==> src/rtl/grover_pkg.sv <==
// Shared types and constants for the Grover search sequencer.
// FSM state enum, bank size, index width and saturation limit.
package grover_pkg;

  localparam int N_AMP = 8;
  localparam int IDX_W = 3;

  // Result of negating the most negative 8-bit amplitude.
  localparam logic [7:0] NEG_SAT = 8'h7f;

  typedef enum logic [2:0] {
    S_IDLE,
    S_INIT,
    S_ORACLE,
    S_DIFFUSE,
    S_SCAN,
    S_DONE
  } state_t;

endpackage

==> src/rtl/grover_sequencer_invert_mean.sv <==
// Combinational inversion about the mean for eight amplitudes.
// Ports: i0..i7 amplitudes in, o0..o7 = 2*floor(sum/8) - i_k out.
module invert_mean #(
  parameter int AMP_W = 8
) (
  input  logic signed [AMP_W-1:0] i0,
  input  logic signed [AMP_W-1:0] i1,
  input  logic signed [AMP_W-1:0] i2,
  input  logic signed [AMP_W-1:0] i3,
  input  logic signed [AMP_W-1:0] i4,
  input  logic signed [AMP_W-1:0] i5,
  input  logic signed [AMP_W-1:0] i6,
  input  logic signed [AMP_W-1:0] i7,
  output logic signed [AMP_W-1:0] o0,
  output logic signed [AMP_W-1:0] o1,
  output logic signed [AMP_W-1:0] o2,
  output logic signed [AMP_W-1:0] o3,
  output logic signed [AMP_W-1:0] o4,
  output logic signed [AMP_W-1:0] o5,
  output logic signed [AMP_W-1:0] o6,
  output logic signed [AMP_W-1:0] o7
);

  localparam int SW = AMP_W + 3;

  logic signed [SW-1:0] sum;
  logic signed [SW-1:0] mean2;

  assign sum = SW'(i0) + SW'(i1) + SW'(i2) + SW'(i3)
             + SW'(i4) + SW'(i5) + SW'(i6) + SW'(i7);

  // Arithmetic shift gives floor division, then doubled.
  assign mean2 = (sum >>> 3) <<< 1;

  assign o0 = AMP_W'(mean2 - SW'(i0));
  assign o1 = AMP_W'(mean2 - SW'(i1));
  assign o2 = AMP_W'(mean2 - SW'(i2));
  assign o3 = AMP_W'(mean2 - SW'(i3));
  assign o4 = AMP_W'(mean2 - SW'(i4));
  assign o5 = AMP_W'(mean2 - SW'(i5));
  assign o6 = AMP_W'(mean2 - SW'(i6));
  assign o7 = AMP_W'(mean2 - SW'(i7));

endmodule

==> src/rtl/grover_sequencer.sv <==
// Grover search sequencer: init, oracle/diffuse iterations, argmax scan.
// Ports: clk, rst (sync high), start/target/iter request, busy, done,
// best_idx result, amp0..amp7 bank; optional step (GROVER_SEQ_STEP_EN).
module grover_sequencer
  import grover_pkg::*;
#(
  parameter logic signed [7:0] INIT_AMP = 8'sd32,
  parameter int                AMP_W    = 8
) (
  input  logic                    clk,
  input  logic                    rst,
  input  logic                    start,
  input  logic [2:0]              target,
  input  logic [3:0]              iter,
`ifdef GROVER_SEQ_STEP_EN
  input  logic                    step,
`endif
  output logic                    busy,
  output logic                    done,
  output logic [2:0]              best_idx,
  output logic signed [AMP_W-1:0] amp0,
  output logic signed [AMP_W-1:0] amp1,
  output logic signed [AMP_W-1:0] amp2,
  output logic signed [AMP_W-1:0] amp3,
  output logic signed [AMP_W-1:0] amp4,
  output logic signed [AMP_W-1:0] amp5,
  output logic signed [AMP_W-1:0] amp6,
  output logic signed [AMP_W-1:0] amp7
);

  localparam logic signed [AMP_W-1:0] AMP_MIN =
    {1'b1, {(AMP_W-1){1'b0}}};
  localparam logic signed [AMP_W-1:0] AMP_MAX =
    (AMP_W == 8) ? AMP_W'(NEG_SAT)
                 : {1'b0, {(AMP_W-1){1'b1}}};
  localparam logic signed [AMP_W-1:0] AMP_INIT =
    AMP_W'(INIT_AMP);

  state_t state, state_nx;

  logic [IDX_W-1:0]        tgt_q;
  logic [IDX_W-1:0]        scan_idx;
  logic [IDX_W-1:0]        best_q;
  logic [3:0]              iter_q;
  logic [3:0]              cnt_q;
  logic signed [AMP_W-1:0] amp_q [N_AMP];
  logic signed [AMP_W-1:0] inv   [N_AMP];
  logic signed [AMP_W-1:0] best_amp;
  logic signed [AMP_W-1:0] tgt_amp;
  logic signed [AMP_W-1:0] tgt_neg;
  logic signed [AMP_W-1:0] scan_amp;
  logic                    adv;

`ifdef GROVER_SEQ_STEP_EN
  assign adv = step;
`else
  assign adv = 1'b1;
`endif

  invert_mean #(.AMP_W(AMP_W)) u_invert_mean (
    .i0(amp_q[0]), .i1(amp_q[1]), .i2(amp_q[2]), .i3(amp_q[3]),
    .i4(amp_q[4]), .i5(amp_q[5]), .i6(amp_q[6]), .i7(amp_q[7]),
    .o0(inv[0]),   .o1(inv[1]),   .o2(inv[2]),   .o3(inv[3]),
    .o4(inv[4]),   .o5(inv[5]),   .o6(inv[6]),   .o7(inv[7])
  );

  // Negating the most negative value would wrap; clamp it instead.
  assign tgt_amp  = amp_q[tgt_q];
  assign tgt_neg  = (tgt_amp == AMP_MIN) ? AMP_MAX : -tgt_amp;
  assign scan_amp = amp_q[scan_idx];

  always_ff @(posedge clk) begin
    if (rst) state <= S_IDLE;
    else     state <= state_nx;
  end

  always_comb begin
    state_nx = state;
    unique case (state)
      S_IDLE:    if (start) state_nx = S_INIT;
      S_INIT:    state_nx = (iter_q != 4'd0) ? S_ORACLE : S_SCAN;
      S_ORACLE:  if (adv) state_nx = S_DIFFUSE;
      S_DIFFUSE: if (adv)
                   state_nx = (cnt_q == 4'd1) ? S_SCAN : S_ORACLE;
      S_SCAN:    if (scan_idx == IDX_W'(N_AMP-1)) state_nx = S_DONE;
      S_DONE:    state_nx = S_IDLE;
      default:   state_nx = S_IDLE;
    endcase
  end

  always_ff @(posedge clk) begin
    if (rst) begin
      tgt_q    <= '0;
      iter_q   <= '0;
      cnt_q    <= '0;
      scan_idx <= '0;
      best_q   <= '0;
      best_amp <= '0;
      for (int k = 0; k < N_AMP; k++) amp_q[k] <= '0;
    end else begin
      unique case (state)
        S_IDLE: begin
          if (start) begin
            tgt_q  <= target;
            iter_q <= iter;
          end
        end
        S_INIT: begin
          cnt_q    <= iter_q;
          scan_idx <= '0;
          for (int k = 0; k < N_AMP; k++) amp_q[k] <= AMP_INIT;
        end
        S_ORACLE: begin
          if (adv) amp_q[tgt_q] <= tgt_neg;
        end
        S_DIFFUSE: begin
          if (adv) begin
            cnt_q <= cnt_q - 4'd1;
            for (int k = 0; k < N_AMP; k++) amp_q[k] <= inv[k];
          end
        end
        S_SCAN: begin
          scan_idx <= scan_idx + 1'b1;
          // Strict compare keeps the lowest index on ties.
          if (scan_idx == '0 || scan_amp > best_amp) begin
            best_amp <= scan_amp;
            best_q   <= scan_idx;
          end
        end
        default: ;
      endcase
    end
  end

  assign busy = (state == S_INIT) || (state == S_ORACLE)
             || (state == S_DIFFUSE) || (state == S_SCAN);
  assign done = (state == S_DONE);
  assign best_idx = best_q;

  assign amp0 = amp_q[0];
  assign amp1 = amp_q[1];
  assign amp2 = amp_q[2];
  assign amp3 = amp_q[3];
  assign amp4 = amp_q[4];
  assign amp5 = amp_q[5];
  assign amp6 = amp_q[6];
  assign amp7 = amp_q[7];

endmodule

==> config.mk <==
export PLATFORM = sky130hd
export DESIGN_NAME = grover_sequencer
export DESIGN_NICKNAME = d
export VERILOG_FILES = /design/src/rtl/grover_pkg.sv /design/src/rtl/grover_sequencer_invert_mean.sv /design/src/rtl/grover_sequencer.sv
export SDC_FILE = /design/constraint.sdc
export NUM_CORES = 1
export LEC_CHECK = 0
export CORE_ASPECT_RATIO = 0.8
export CORE_MARGIN = 2
export CORE_UTILIZATION = 64
export DETAILED_ROUTE_END_ITERATION = 12
export PLACE_DENSITY = 0.87
export RECOVER_POWER = 50
export SLEW_MARGIN = 20
export SYNTH_ARGS = -nofsm -noshare
export SYNTH_HDL_FRONTEND = slang
export SYNTH_SLANG_ARGS = --single-unit
==> constraint.sdc <==
create_clock -name clk -period 9.2 [get_ports clk]
set_input_delay 1.84 -clock clk [delete_from_list [all_inputs] [get_ports clk]]
set_output_delay 1.84 -clock clk [all_outputs]
set_load 0.05 [all_outputs]
Figure 1. Routing congestion map.
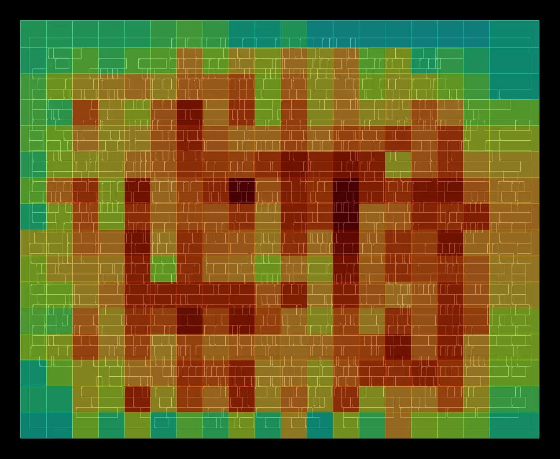
final core utilization: 74.7%
Routed wire per std cell: 23.5 um

Figure 2. PDN straps and rails.
Scale bar: 50 um. Pins as bars on the die edge.
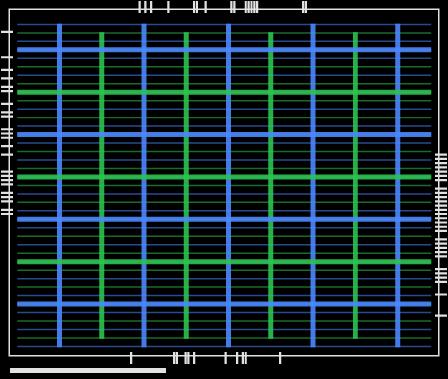
Key: VSS = blue; VDD = green
39 met1 rails follow the rows. 9 straps on met4. 79 signal pins sit on the boundary.

==> run notes <==
flow finished, numbers: DRT antenna net count=0, dpl hpwl=20.7 mm, Worst Setup Path Type=register to register, violated checks=max-capacitance violations, max-slew violations, Via density=6.71, CP max stage cell=fa_1, final setup violation count=0, TritonCTS clock tree=built, Latency at later pin=360 ps, post-cts sizing count=0, number of buffers on the longest clock path=2, Root Buffer=clkbuf_16, first-pass GRT wire length=~43 mm, hold-fix buffers at CTS=0, Overall Global Routing Usage=37.2%, Fmax=162 MHz, # Post-CTS Setup Buffers=0, max-cap viol count=1, FFs w/ async S/R, synth=0%, floorplan core area=0.0137 mm^2, CP startpoint kind=register, first-pass iteration count of the detailed router=5, Most common cell on crit path=fa_1, DR vias=7782, # DRC=0, Hold Crit Class=register to register, worst slew pin tran=1660 ps, crit path DRT=a little over 9000 ps, num rows=38, input/output buffers=78, GRT overflow=0, Starting Density=66.3%, Yosys warning count=0, synth cell count leaders=inv_1, ha_1, edfxtp_1, fa_1, nor2_1, I/O pin cnt=about 79, max incr delay on CP=around 1100 ps, Die H=roughly 110 um, Yosys chip area=0.00911 mm^2, Setup crit end kind=register, synthesized netlist cell count=just over 900, TritonCTS Buffers=9, Area leader share=21.1%, P&R area growth vs syn=12.7%, Final Wtd Congestion=0.987, syn avg cell area=9.94 um^2, die area=0.0152 mm^2, min-delay src=best_idx[0], # clock sinks=roughly 98, clock skew=~9.6 ps, DR iter-0 viols=approximately 1100, largest net degree at the start of global routing=37, Final nets=1111, Mapped Nets=roughly 1100, Hold Crit Depth=2, pins over their slew limit=37, Critical Path Source=amp_q[3][2], Synth Seq Share=between 20% and 30%, area leader, netlist=edfxtp_1, layout cell share with drive strength beyond 1=under 10%, distinct cell type count after synthesis=54, WL final=27.3 mm, end of the worst hold path=best_idx[0], Worst Hold Slack=468 ps, Mapped Area=0.00911 mm^2, Synthesized registers=98, Final min period=just over 6000 ps, Fin Setup TNS=0 ps, tool warnings=28, run status=finished with violations
## placed cells by master (no fill, tap or decap), drive strengths merged, types with 25 or more instances in the layout
cell         count
a21o            25
a21oi           52
dfxtp           34
dlygate4sd3     69
edfxtp          64
fa              56
ha              71
inv            126
mux4            30
nand2           51
nor2            56
o21ai           37
o22ai           41
xnor2           45
## per-layer routing
layer / vias to the layer above / routed length, um / global-route usage, %
li1: 3377 / - / -
met1: 3714 / 10500 / 51.2
met2: 588 / 12400 / 56.3
met3: 103 / 3350 / 10.2
met4: 0 / 1050 / 13.8
met5: - / 0 / 0
## worst max path at each step
stage | depth (start not counted) | endpoint | slack, ps
2_1_floorplan | 16 | amp_q[0][7] | 3480
3_3_place_gp | 17 | amp_q[6][7] | 3450
3_5_place_dp | 17 | amp_q[6][7] | 3280
5_1_grt | 16 | amp_q[6][7] | 2710
4_1_cts | 16 | amp_q[5][7] | 3160
6_report | 16 | amp_q[5][7] | 3030
## sequential cells by signal (all words and copies together) (netlist names), named ones only
register and count:
scan_idx 3, amp_q 64, best_amp 8, cnt_q 4, best_idx 3, iter_q 4
state 3, tgt_q 3
## metrics by stage
stage	cell area, um^2	instances	util [%]	worst slack, ps
6_report	10300	1159	74.7	3030
5_1_grt	10300	1159	74.7	2710
4_1_cts	10300	1159	74.7	3160
3_5_place_dp	10000	1143	72.8	3280
3_3_place_gp	10000	1143	72.8	3450
2_1_floorplan	9110	916	-	3480
## cell families (layout without fill, tap and decap cells)
group,Yosys count,after routing,share of synthesized area [%]
multiplexers,56,56,10.4
XOR/XNOR,67,67,6.44
AND-OR/OR-AND,225,225,16.2
flip-flops,98,98,28.6
AND/OR/NAND/NOR,183,183,9.45
adder cells (fa/ha/maj),127,127,22.1
buffers and inverters,160,223,6.85
## area by class of cell
type                            instances  area [um^2]
Clock buffer                           10          229
Clock inverter                          6         41.3
Fill cell                             977         3470
Inverter                              124          465
Multi-Input combinational cell        658         5890
Sequential cell                        98         2600
Tap cell                              180          225
Timing Repair Buffer                   83          815
## worst max-delay path: cells and delay by family, from the launching register on
family                   cells  cell delay, ps
flip-flops                   1             450
adder cells (fa/ha/maj)      6            3520
XOR/XNOR                     2             330
AND/OR/NAND/NOR              2             340
buffers and inverters        2             170
AND-OR/OR-AND                4            1080
